<file path="src/rtl/fb_arbiter.sv">
// Single-port frame-buffer arbiter: display scan-out > clear/fill engine > host.
// Grants are combinational; read returns come back one cycle after the grant.
module fb_arbiter #(
    parameter int FB_DEPTH = 4800,
    parameter int AW       = 13,
    parameter int DW       = 8
) (
    input  logic          clk,
    input  logic          rst,
    input  logic          disp_req,
    input  logic [AW-1:0] disp_addr,
    output logic [DW-1:0] disp_rdata,
    output logic          disp_rvalid,
    input  logic          host_req,
    input  logic          host_wen,
    input  logic [AW-1:0] host_addr,
    input  logic [DW-1:0] host_wdata,
    output logic          host_ack,
    output logic [DW-1:0] host_rdata,
    output logic          host_rvalid,
    input  logic          clr_start,
    input  logic [DW-1:0] clr_value,
    output logic          clr_busy,
    output logic          clr_done,
    output logic          mem_wen,
    output logic [AW-1:0] mem_addr,
    output logic [DW-1:0] mem_wdata,
    input  logic [DW-1:0] mem_rdata
);

    localparam logic [AW-1:0] DEPTH = AW'(FB_DEPTH);
    localparam logic [AW-1:0] LAST  = AW'(FB_DEPTH - 1);

    typedef enum logic [1:0] {S_IDLE, S_FILL, S_DONE} fill_state_t;

    fill_state_t   state;
    logic [AW-1:0] cnt;
    logic [DW-1:0] clr_value_q;
    logic          disp_pend_q, disp_oor_q;
    logic          host_pend_q, host_oor_q;

    logic disp_in, host_in;
    logic disp_grant, fill_grant, host_grant;

    assign disp_in = disp_addr < DEPTH;
    assign host_in = host_addr < DEPTH;

    // Grants are masked by rst so every output is quiet while reset is held.
    assign disp_grant = !rst && disp_req;
    assign fill_grant = !rst && !disp_req && (state == S_FILL);
    assign host_grant = !rst && !disp_req && (state != S_FILL) && host_req;

    always_comb begin
        mem_wen   = 1'b0;
        mem_addr  = '0;
        mem_wdata = '0;
        if (disp_grant) begin
            if (disp_in) mem_addr = disp_addr;
        end else if (fill_grant) begin
            mem_wen   = 1'b1;
            mem_addr  = cnt;
            mem_wdata = clr_value_q;
        end else if (host_grant) begin
            mem_wen   = host_wen && host_in;
            mem_addr  = host_addr;
            mem_wdata = host_wdata;
        end
    end

    assign host_ack    = host_grant;
    assign disp_rvalid = disp_pend_q;
    assign host_rvalid = host_pend_q;
    // Out-of-range reads still return, but as zero rather than whatever the RAM drives.
    assign disp_rdata  = (disp_pend_q && !disp_oor_q) ? mem_rdata : '0;
    assign host_rdata  = (host_pend_q && !host_oor_q) ? mem_rdata : '0;
    assign clr_busy    = (state == S_FILL);
    assign clr_done    = (state == S_DONE);

    always_ff @(posedge clk) begin
        if (rst) begin
            state       <= S_IDLE;
            cnt         <= '0;
            clr_value_q <= '0;
            disp_pend_q <= 1'b0;
            disp_oor_q  <= 1'b0;
            host_pend_q <= 1'b0;
            host_oor_q  <= 1'b0;
        end else begin
            disp_pend_q <= disp_grant;
            disp_oor_q  <= disp_grant && !disp_in;
            host_pend_q <= host_grant && !host_wen;
            host_oor_q  <= host_grant && !host_in;
            case (state)
                S_IDLE: begin
                    if (clr_start) begin
                        state       <= S_FILL;
                        cnt         <= '0;
                        clr_value_q <= clr_value;
                    end
                end
                S_FILL: begin
                    if (fill_grant) begin
                        cnt <= cnt + 1'b1;
                        if (cnt == LAST) state <= S_DONE;
                    end
                end
                S_DONE:  state <= S_IDLE;
                default: state <= S_IDLE;
            endcase
        end
    end

endmodule

</file>
<file path="config.mk">
export PLATFORM = sky130hd
export DESIGN_NAME = fb_arbiter
export DESIGN_NICKNAME = d
export VERILOG_FILES = /design/src/rtl/fb_arbiter.sv
export SDC_FILE = /design/constraint.sdc
export NUM_CORES = 1
export LEC_CHECK = 0
export ABC_AREA = 1
export CAP_MARGIN = 10
export CORE_MARGIN = 2
export CORE_UTILIZATION = 50
export DETAILED_ROUTE_END_ITERATION = 10
export DONT_BUFFER_PORTS = 1
export SYNTH_ARGS = -nofsm -noshare
export SYNTH_HDL_FRONTEND = slang
export SYNTH_SLANG_ARGS = --single-unit
</file>
<file path="constraint.sdc">
create_clock -name clk -period 1.57 [get_ports clk]
set_input_delay 0.157 -clock clk [delete_from_list [all_inputs] [get_ports clk]]
set_output_delay 0.157 -clock clk [all_outputs]
set_load 0.02 [all_outputs]
</file>
Fig. 1: run 1, metal 2
(6 px per um) Cells faint in the background.
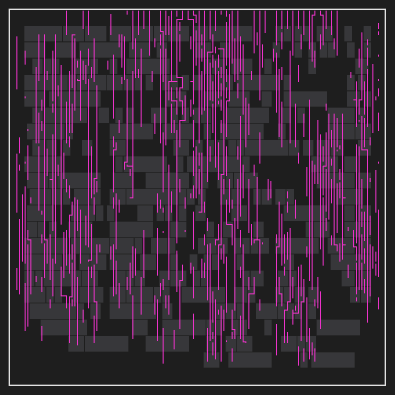
nets with wire on the layer: 287
share of all routed wire: 49%
met2 demand-to-capacity share in global routing: 42.2%
total via count after detailed routing: 1,799
WL final: 4920 um

Fig. 2: run 1, pin map
(4 px per um) Pins as bars across the die edge, other pins in grey.
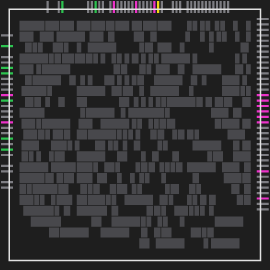
[clr_value] green | pins: 8 | direction: input | edge: 6 left, 2 top
[mem_addr] magenta | pins: 13 | direction: output | edge: 8 right, 3 top, 2 left
[host_wen] yellow | pins: 1 | direction: input | edge: top
all pins by edge: 38 top, 36 right, 25 left
Die X: 62.4 um
number of buffers added on ports: 0

Fig. 3: run 1, routed clock nets over the placement
(10 px per um)
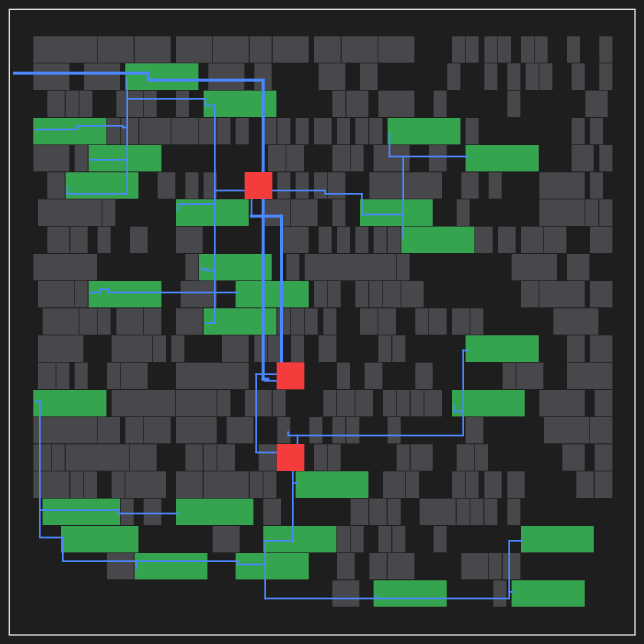
[clock wires] blue | length: 357 um
[clock-net drivers] red | count: 3
[flip-flops] green | count: 27
flops lie: spread over the die
routed clock nets: 4
power of the clock network: 0.308 mW
Clock Latency Late Sink: 0.33 ns

==> metrics.log, run 1 <==
[flow] final metrics
[metrics] status: finished with violations
[metrics] violated checks: hold timing, setup timing
[metrics] fraction of area in non-clock buffers: between 10% and 20%
[metrics] uppermost layer routed: met4
[metrics] cell with the most instances after synthesis: sky130_fd_sc_hd__nor2_1
[metrics] Logic Gate Count: around 190
[metrics] stage-log warning count: 31
[metrics] total power consumption of the routed design: 1.35 mW
[metrics] peak fanout along the critical path: 5
[metrics] maximum buffer depth of the clock tree: 2
[metrics] worst setup slack after layout: -0.0233 ns
[metrics] Non-Filler Instances: ~330
[metrics] standby leakage power: ~0.93 nW
[metrics] Sw Share: between 30% and 40%
[metrics] yosys-reported design area after synthesis: 1710 um^2
[metrics] Tot GR Track Use: 24.6%
[metrics] Final setup viols: 3
[metrics] critical path class: flop to primary output
[metrics] number of buffers added for setup after CTS: 6
[metrics] number of buffers added by the clock tree synthesis step: 3
[metrics] critical path launch point type: flop
[metrics] multi-input gate share of total cell area: approximately half
[metrics] wire length of the first global-routing pass: between 7000 and 8000 um
[metrics] top post-synthesis cells by area: sky130_fd_sc_hd__dfxtp_1 (32%), sky130_fd_sc_hd__nor2_1 (12%), sky130_fd_sc_hd__nand2_1 (11%)
[metrics] flip-flop count of the largest register after layout: 13
[metrics] sum of met3 wire segment lengths after detailed routing: between 200 and 300 um
[metrics] clock tree from TritonCTS: built
[metrics] combinational fraction of design power: 23.3%
[metrics] root cell of the clock tree: sky130_fd_sc_hd__clkbuf_4
[metrics] global-route track usage on met1: between 30% and 40%
[metrics] maximum number of pins on one net before global-route repair: 22
[metrics] Hold Worst Slack: -0.136 ns
[metrics] Top reg by flops: cnt
[metrics] Worst Setup End Kind: primary output
[metrics] detailed-router iteration count before antenna repair: 4
[metrics] number of DRC violations after detailed-routing iteration 0: around 67
[metrics] Final Hold Vio Count: 2
[metrics] placer's final routability congestion estimate: just under 0.9
[metrics] number of instances in the synthesized netlist: approximately 260
[metrics] number of max-capacitance violations reported: 0
[metrics] cell count listed in synth_stat.txt: about 260
[metrics] remaining max-slew budget at the tightest pin: between 60% and 70%
[metrics] final non-filler cell area: between 2000 and 2500 um^2
[metrics] Synthesized Nets: between 300 and 400
run 1: cells by family (layout without fill, tap and decap cells):
logic type      after synthesis  in the layout  synth area share, %
buf+inv                      41             68                 11.3
flops                        27             27                 31.7
fa+ha+maj                     1              1                0.733
simple gates                145            145                 38.9
compound gates               45             45                 17.4
run 1: final timing paths:
kind / startpoint / to / slack (ns)
min: rst / cnt[1] / -0.14
max reg2reg: state[0] / cnt[12] / 0.12
min reg2reg: clr_value_q[0] / clr_value_q[0] / 0.50
max: state[0] / mem_addr[11] / -0.02
run 1: worst max-delay path, stage by stage, from the launching register on:
cell and delay (ns):
sky130_fd_sc_hd__dfxtp_2 0.38, sky130_fd_sc_hd__inv_2 0.06, sky130_fd_sc_hd__nor2_4 0.11, sky130_fd_sc_hd__nand2_4 0.10
sky130_fd_sc_hd__o211ai_1 0.46
Fig. 4: run 1, clock nets
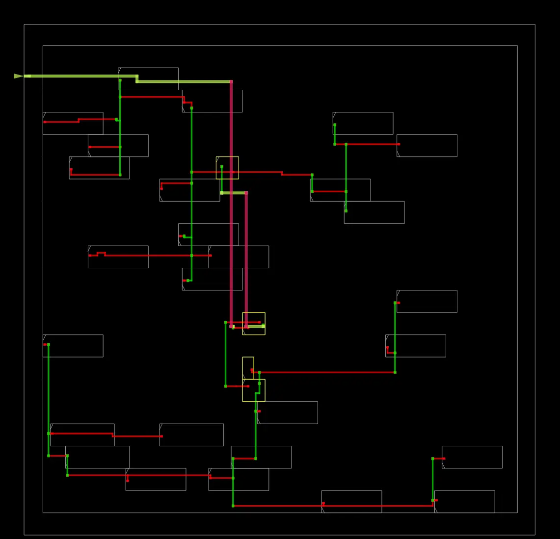

==> run 2, diff against run 1 <==
CORE_UTILIZATION = 48   (was 50)
CTS_BUF_LIST = sky130_fd_sc_hd__clkbuf_4 sky130_fd_sc_hd__clkbuf_8   (was unset)
GPL_TIMING_DRIVEN = 1   (was unset)
Fig. 5: run 2, clock nets
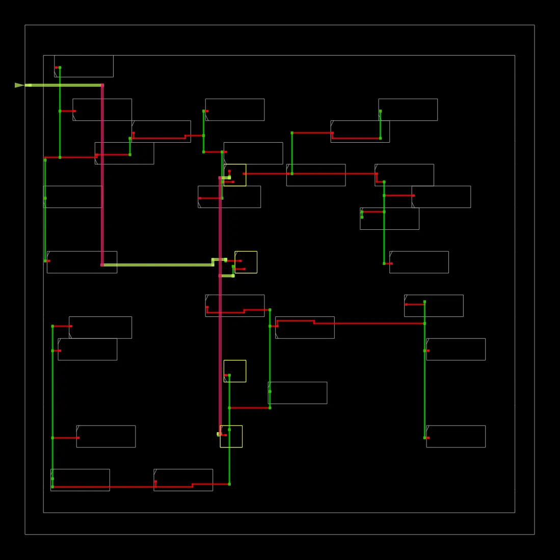
Clock Latency Late Sink: 0.34 ns
number of buffers added by the clock tree synthesis step: 3
seq_cells: 27
Clock buffer cells: 3
number of sinks on the clock net: 27

==> run 2 against run 1 <==
- the flow finishes with violations (setup timing)
- maximum frequency is 5.4% lower
- non-clock buffer count is 1 lower
- largest power group unchanged
- global-route usage is 0.50 points higher
==> metrics.log, run 2 <==
[flow] final metrics
[metrics] number of instances in the synthesized netlist: 259 (unchanged)
[metrics] standby leakage power: 0.949 nW (+1.8%)
[metrics] setup slack of the most critical reg-to-reg path: 0.11 ns (about the same)
[metrics] maximum number of pins on one net before global-route repair: 22 (unchanged)
[metrics] global-route track usage on met1: 31.9% (+1.3 points)
[metrics] count of buffering cells on the critical path with inverters included: 3 (+2)
[metrics] remaining max-slew budget at the tightest pin: 74.2% (+9.3 points)
[metrics] violated checks: setup timing
[metrics] critical hold path startpoint: host_addr[12]
[metrics] final non-filler cell area: 2270 um^2 (+5.3%)
[metrics] endpoint of the worst register-to-register path: cnt[9]
[metrics] met2 demand-to-capacity share in global routing: 43.4% (+1.2 points)
[metrics] worst setup slack after layout: -0.115 ns (-0.0912 ns)
[metrics] Final Hold Vio Count: 0 (-2)
[metrics] clock tree from TritonCTS: built
[metrics] WL final: 5220 um (+6.2%)
[metrics] wire length of the first global-routing pass: 8020 um (+5.1%)
[metrics] placer's final routability congestion estimate: 0.882 (-0.32%)
[metrics] number of stages on the worst setup path: 6 (+2)
[metrics] Die X: 63.6 um (+1.9%)
[metrics] yosys-reported design area after synthesis: 1710 um^2 (unchanged)
[metrics] CP Cell Sequence: inv_4 > nor2_4 > nand2_4 > buf_8 > o211ai_1 > buf_4
[metrics] Worst Setup End Kind: primary output
[metrics] status: finished with violations
[metrics] Synthesized Nets: 316 (unchanged)
[metrics] sum of met3 wire segment lengths after detailed routing: 372 um (+27%)
[metrics] maximum buffer depth of the clock tree: 2 (unchanged)
[metrics] top post-synthesis cells by area: sky130_fd_sc_hd__dfxtp_1 (32%), sky130_fd_sc_hd__nor2_1 (12%), sky130_fd_sc_hd__nand2_1 (11%)
[metrics] Tot GR Track Use: 25.1% (+0.50 points)
[metrics] total via count after detailed routing: 1,820 (+1.2%)
[metrics] cell count listed in synth_stat.txt: 259 (unchanged)
[metrics] critical path endpoint: mem_addr[11]
[metrics] critical path class: flop to primary output
[metrics] origin of the worst setup path: state[0]
[metrics] critical path's slowest cell: sky130_fd_sc_hd__dfxtp_4
[metrics] peak fanout along the critical path: 3 (-2)
[metrics] cell with the most instances after synthesis: sky130_fd_sc_hd__nor2_1
[metrics] reg-to-reg startpoint: state[0]
[metrics] critical path launch point type: flop
[metrics] number of max-capacitance violations reported: 0 (unchanged)
[metrics] stage-log warning count: 28 (-9.7%)
[metrics] Final setup viols: 14 (+11)
[metrics] hold endpoint: host_oor_q
## run 2: cell type report
class	instances	area [um^2]
Tap cell	46	57.6
Fill cell	309	1100
Multi-Input combinational cell	191	1200
Clock inverter	1	7.51
Sequential cell	27	547
Timing Repair inverter	1	7.51
Clock buffer	3	22.5
Inverter	33	139
Timing Repair Buffer	30	288
## run 2: logic make-up (layout without fill, tap and decap cells)
| group | count (synthesis) | in the layout | synth area share, % |
|---|---|---|---|
| compound gates | 45 | 45 | 17.4 |
| fa+ha+maj | 1 | 1 | 0.733 |
| buf+inv | 41 | 68 | 11.3 |
| flops | 27 | 27 | 31.7 |
| simple gates | 145 | 145 | 38.9 |
## run 2: report_power, final
part	switching, mW	total, mW	internal, mW
logic	0.214	0.339	0.126
clock network	0.230	0.328	0.0979
registers	0.0234	0.734	0.710
total	0.467	1.40	0.934
Fig. 6: run 2, metal 2
(6 px per um) Cells faint in the background.
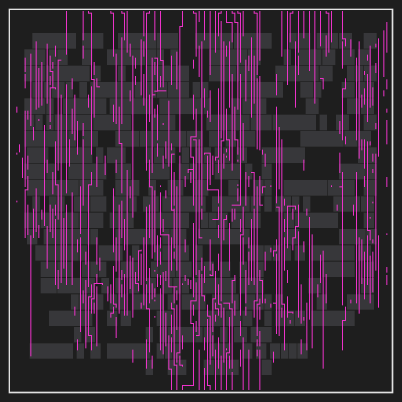

==> run 3, diff against run 2 <==
SKIP_LAST_GASP = 1   (was unset)
Fig. 7: run 3, metal 2
(6 px per um) Cells faint in the background.
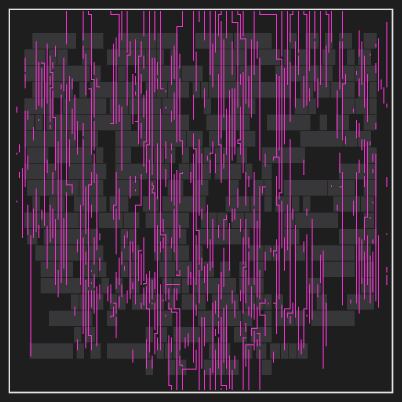
longest straight run: 34.7 um
nets with wire on the layer: 282
total via count after detailed routing: 1,820
met2 demand-to-capacity share in global routing: 41.8%
WL final: 5160 um

==> run 3 against run 2 <==
- the flow still finishes with violations (setup timing)
- critical path depth unchanged
- utilization about the same
- clock-buffer cell count unchanged
- critical endpoint unchanged
- largest cell class unchanged
- highest routed layer unchanged
==> metrics.log, run 3 <==
[flow] final metrics
[metrics] combinational fraction of design power: 24.2% (about the same)
[metrics] net switching power: 0.471 mW (+0.93%)
[metrics] Tot GR Track Use: 24.7% (-0.34 points)
[metrics] Die X: 63.6 um (unchanged)
[metrics] Final Hold Vio Count: 0 (unchanged)
[metrics] yosys-reported design area after synthesis: 1710 um^2 (unchanged)
[metrics] critical path class: flop to primary output
[metrics] maximum buffer depth of the clock tree: 2 (unchanged)
[metrics] Final setup viols: 16 (+2)
[metrics] violated checks: setup timing
[metrics] final non-filler cell area: 2270 um^2 (about the same)
[metrics] status: finished with violations
[metrics] placer's final routability congestion estimate: 0.882 (unchanged)
[metrics] cell count listed in synth_stat.txt: 259 (unchanged)
[metrics] worst setup slack after layout: -0.115 ns (-0.000173 ns)
[metrics] xor and xnor area share after synthesis: 0% (unchanged)
[metrics] number of instances in the synthesized netlist: 259 (unchanged)
[metrics] critical path's slowest cell: sky130_fd_sc_hd__dfxtp_4
[metrics] share of cell area taken by muxes after synthesis: 0% (unchanged)
[metrics] Simple-Gate Area Share: 38.9% (unchanged)
[metrics] standby leakage power: 0.949 nW (about the same)
[metrics] number of max-capacitance violations reported: 0 (unchanged)
[metrics] count of buffering cells on the critical path with inverters included: 3 (unchanged)
[metrics] Reg power frac: 52.3% (about the same)
[metrics] critical hold path startpoint: rst
[metrics] seq pwr: 0.734 mW (about the same)
[metrics] Synthesized Nets: 316 (unchanged)
[metrics] endpoint of the worst register-to-register path: cnt[2]
[metrics] top post-synthesis cells by area: sky130_fd_sc_hd__dfxtp_1 (32%), sky130_fd_sc_hd__nor2_1 (12%), sky130_fd_sc_hd__nand2_1 (11%)
[metrics] number of stages on the worst setup path: 6 (unchanged)
-- run 3: cell counts after synthesis --
No cell type changed its count.
-- run 3: per-layer routing --
layer	track usage, %	vias up	part of all wire [%]
li1	-	903	-
met1	32.2	834	42
met2	41.8	78	50
met3	4.11	5	6.3
met4	7.34	0	1.0
met5	0	-	0
-- run 3: area by class of cell --
class                      count  area (um^2)  share of cell area [%]
tap                           46         57.6                    2.54
inverter                      33          136                    6.02
sequential                    27          547                    24.1
multi-input combinational    191         1200                    52.9
clock inverter                 1         7.51                   0.331
timing repair buffer          31          289                    12.8
clock buffer                   3         22.5                   0.994
timing repair inverter         1         7.51                   0.331
-- run 3: kinds of logic after synthesis --
kind of cell,Yosys count
buffers and inverters,41
and+or+nand+nor,145
AOI/OAI and AO/OA,45
adders and majority gates,1
DFF,27
Power figures rest on the tool's default switching activity, not on a simulated workload.
